==> src/rtl/conv_mxm_stream.sv <==
// conv_mxm_stream: MxM signed convolution over a column-streamed image with a reloadable kernel
// and a 4-stage round/saturate MAC pipeline.
module conv_mxm_stream #(
  parameter int BIT_LEN    = 8,
  parameter int M_LEN      = 3,
  parameter int OUT_LEN    = 8,
  parameter int OUT_SHIFT  = 7,
  parameter int OFFSET_BIN = 1
) (
  input  logic                     CLK100MHZ,
  input  logic                     i_reset,
  input  logic                     i_valid,
  input  logic                     i_selecK_I,
  input  logic [M_LEN*BIT_LEN-1:0] i_col,
  output logic [OUT_LEN-1:0]       o_data,
  output logic                     o_valid,
  output logic                     o_kernel_ready
);
  localparam int ACC_LEN = 2*BIT_LEN + $clog2(M_LEN*M_LEN);
  localparam int CW = $clog2(M_LEN+1);
  localparam logic [CW-1:0] MC = CW'(M_LEN);
  localparam logic signed [ACC_LEN:0] RND = ((ACC_LEN+1)'(1) << OUT_SHIFT) >> 1;
  localparam logic signed [ACC_LEN:0] MAXV = (ACC_LEN+1)'((1 << (OUT_LEN-1)) - 1);
  localparam logic signed [ACC_LEN:0] MINV = -MAXV - (ACC_LEN+1)'(1);
  localparam logic [OUT_LEN-1:0] FLIP = (OFFSET_BIN != 0) ? {1'b1, {(OUT_LEN-1){1'b0}}} : '0;

  logic signed [BIT_LEN-1:0] kr [M_LEN][M_LEN];
  logic signed [BIT_LEN-1:0] wr [M_LEN][M_LEN];
  logic signed [2*BIT_LEN-1:0] prod [M_LEN][M_LEN];
  logic signed [ACC_LEN-1:0] cs_c [M_LEN];
  logic signed [ACC_LEN-1:0] csum [M_LEN];
  logic signed [ACC_LEN-1:0] ts_c, tot;
  logic signed [ACC_LEN:0] rnd, sh;
  logic [OUT_LEN-1:0] sat;
  logic [CW-1:0] kcnt, icnt, icnt_nx;
  logic t0, v1, v2, v3, kbeat, ibeat;

  assign kbeat = i_valid & ~i_selecK_I;
  assign ibeat = i_valid & i_selecK_I;
  assign o_kernel_ready = (kcnt == MC);
  assign icnt_nx = (icnt == MC) ? MC : icnt + CW'(1);

  always_ff @(posedge CLK100MHZ or negedge i_reset)
    if (!i_reset) begin
      for (int j = 0; j < M_LEN; j++)
        for (int r = 0; r < M_LEN; r++) begin
          kr[j][r] <= '0;
          wr[j][r] <= '0;
        end
      kcnt <= '0;
      icnt <= '0;
      t0 <= 1'b0;
    end else begin
      t0 <= 1'b0;
      if (kbeat) begin
        for (int j = 0; j < M_LEN-1; j++) kr[j] <= kr[j+1];
        for (int r = 0; r < M_LEN; r++) kr[M_LEN-1][r] <= i_col[r*BIT_LEN +: BIT_LEN];
        kcnt <= o_kernel_ready ? CW'(1) : kcnt + CW'(1);
        icnt <= '0;
      end
      if (ibeat) begin
        for (int j = 0; j < M_LEN-1; j++) wr[j] <= wr[j+1];
        for (int r = 0; r < M_LEN; r++) wr[M_LEN-1][r] <= i_col[r*BIT_LEN +: BIT_LEN];
        icnt <= icnt_nx;
        t0 <= (icnt_nx == MC) && o_kernel_ready;
      end
    end

  always_comb begin
    ts_c = '0;
    for (int j = 0; j < M_LEN; j++) begin
      cs_c[j] = '0;
      for (int r = 0; r < M_LEN; r++) cs_c[j] = cs_c[j] + ACC_LEN'(prod[j][r]);
      ts_c = ts_c + csum[j];
    end
    rnd = {tot[ACC_LEN-1], tot} + RND;
    sh = rnd >>> OUT_SHIFT;
    sat = (sh > MAXV) ? MAXV[OUT_LEN-1:0] : (sh < MINV) ? MINV[OUT_LEN-1:0] : sh[OUT_LEN-1:0];
  end

  // A kernel beat kills every in-flight token so no result mixes old and new kernels.
  always_ff @(posedge CLK100MHZ or negedge i_reset)
    if (!i_reset) begin
      for (int j = 0; j < M_LEN; j++) begin
        csum[j] <= '0;
        for (int r = 0; r < M_LEN; r++) prod[j][r] <= '0;
      end
      tot <= '0;
      {v1, v2, v3, o_valid} <= '0;
      o_data <= '0;
    end else begin
      for (int j = 0; j < M_LEN; j++) begin
        csum[j] <= cs_c[j];
        for (int r = 0; r < M_LEN; r++) prod[j][r] <= kr[j][r] * wr[j][r];
      end
      tot <= ts_c;
      v1 <= t0 & ~kbeat;
      v2 <= v1 & ~kbeat;
      v3 <= v2 & ~kbeat;
      o_valid <= v3 & ~kbeat;
      if (v3 & ~kbeat) o_data <= sat ^ FLIP;
    end
endmodule

==> config.mk <==
export PLATFORM = sky130hd
export DESIGN_NAME = conv_mxm_stream
export DESIGN_NICKNAME = d
export VERILOG_FILES = /design/src/rtl/conv_mxm_stream.sv
export SDC_FILE = /design/constraint.sdc
export NUM_CORES = 2
export LEC_CHECK = 0
export ABC_CLOCK_PERIOD_IN_PS = 5350
export CAP_MARGIN = 20
export CORE_MARGIN = 8
export CORE_UTILIZATION = 40
export CTS_BUF_LIST = sky130_fd_sc_hd__clkbuf_4 sky130_fd_sc_hd__clkbuf_8
export CTS_CLUSTER_DIAMETER = 40
export DETAILED_ROUTE_END_ITERATION = 10
export PLACE_DENSITY = 0.61
export SLEW_MARGIN = 10
export SYNTH_ARGS = -nofsm -noshare
export SYNTH_HDL_FRONTEND = slang
export SYNTH_SLANG_ARGS = --single-unit
==> constraint.sdc <==
create_clock -name CLK100MHZ -period 5.35 [get_ports CLK100MHZ]
set_input_delay 0.535 -clock CLK100MHZ [delete_from_list [all_inputs] [get_ports CLK100MHZ]]
set_output_delay 0.535 -clock CLK100MHZ [all_outputs]
set_load 0.02 [all_outputs]
M4 wires:
Supply wires on this layer in gray.
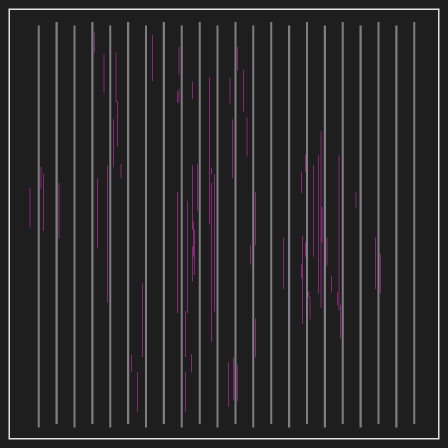
36 nets have wire on it. The layer carries 2500 um of wire. The wires run mostly vertical.
DR vias: 24.7k
DRT Wirelength: 83.3 mm

Zoomed window:
The bar under the picture is 10 um long. Region (147, 147) to (177, 177) um. Cells in gray, sequential cells in the stronger gray; small squares are vias.
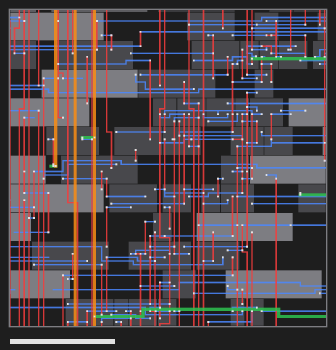
Key: metal 1 = blue; metal 3 = green; metal 4 = orange; metal 2 = red
Most frequent: dfrtp_1 (8), a21oi_1 (5), ha_1 (5). Sequential cells in the window: 8. Netlist names of flops here include `prod` (6). 47 logic cells have their middle in the window.

==> ci_impl_report.md <==
## PnR job results

| Metric | Value |
|---|---|
| Status | completed |
| Syn-to-layout area delta | 9.74% |
| Biggest combinational cell group after synthesis | adder cells |
| Yosys warns | 0 |
| M2 GR Usage | 28.2% |
| Cycle use final | 91.7% |
| Worst Setup EP | prod[111] |
| Largest net degree at the start of global routing | 128 |
| Number of vias per cell | 4.76 |
| Multi-input combinational area share | 61.2% |
| CP Capture Type | flop |
| Sequential cell area | 0.00933 sq mm |
| Final core utilization | 44.2% |
| Die W | 325 um |
| WHS Endpoint | kr[12] |
| HP Start | i_col[12] |
| Setup TNS | 0 ns |
| CP top delay family | adder cells |
| Largest register FFs | 144 |
| TritonCTS buffer count | 81 |
| Inverters | 767 |
| Top Layout Cells | 767 x inv_1, 563 x fa_1, 399 x nand2_1, 376 x and2_1, 373 x dfrtp_1 |
| Hold Crit Class | primary input to flop |
| WL met2 | 41.4 mm |
| Initial antenna violation count | 4 |
| Crit start category | flop |
| Clock buffer depth | 3 |
| Setup WS pre-CTS | 0.505 ns |
| Top-area cell share | 29.5% |
| Compound-Gate Fraction of Synth Area | 5.11% |
Met1 routing:
Supply wires on this layer in gray.
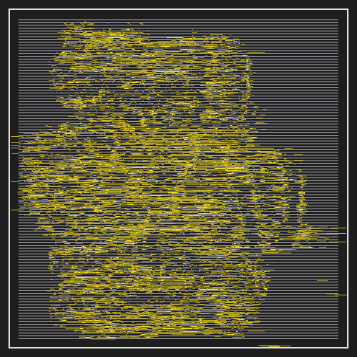
4460 nets have wire on it. The wires run mostly horizontal.
GR Util met1: 21.0%

Routed metal, one color a layer:
Two of the layers only.
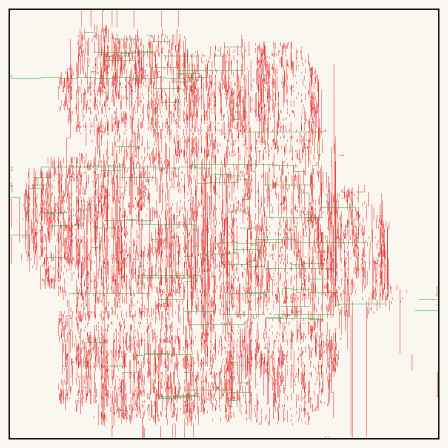
Key: metal 3 = green [wire length 2600 um]; metal 2 = red [wire length 41.4 mm]
WL/cell: 16.1 um
total track usage: 16.2%

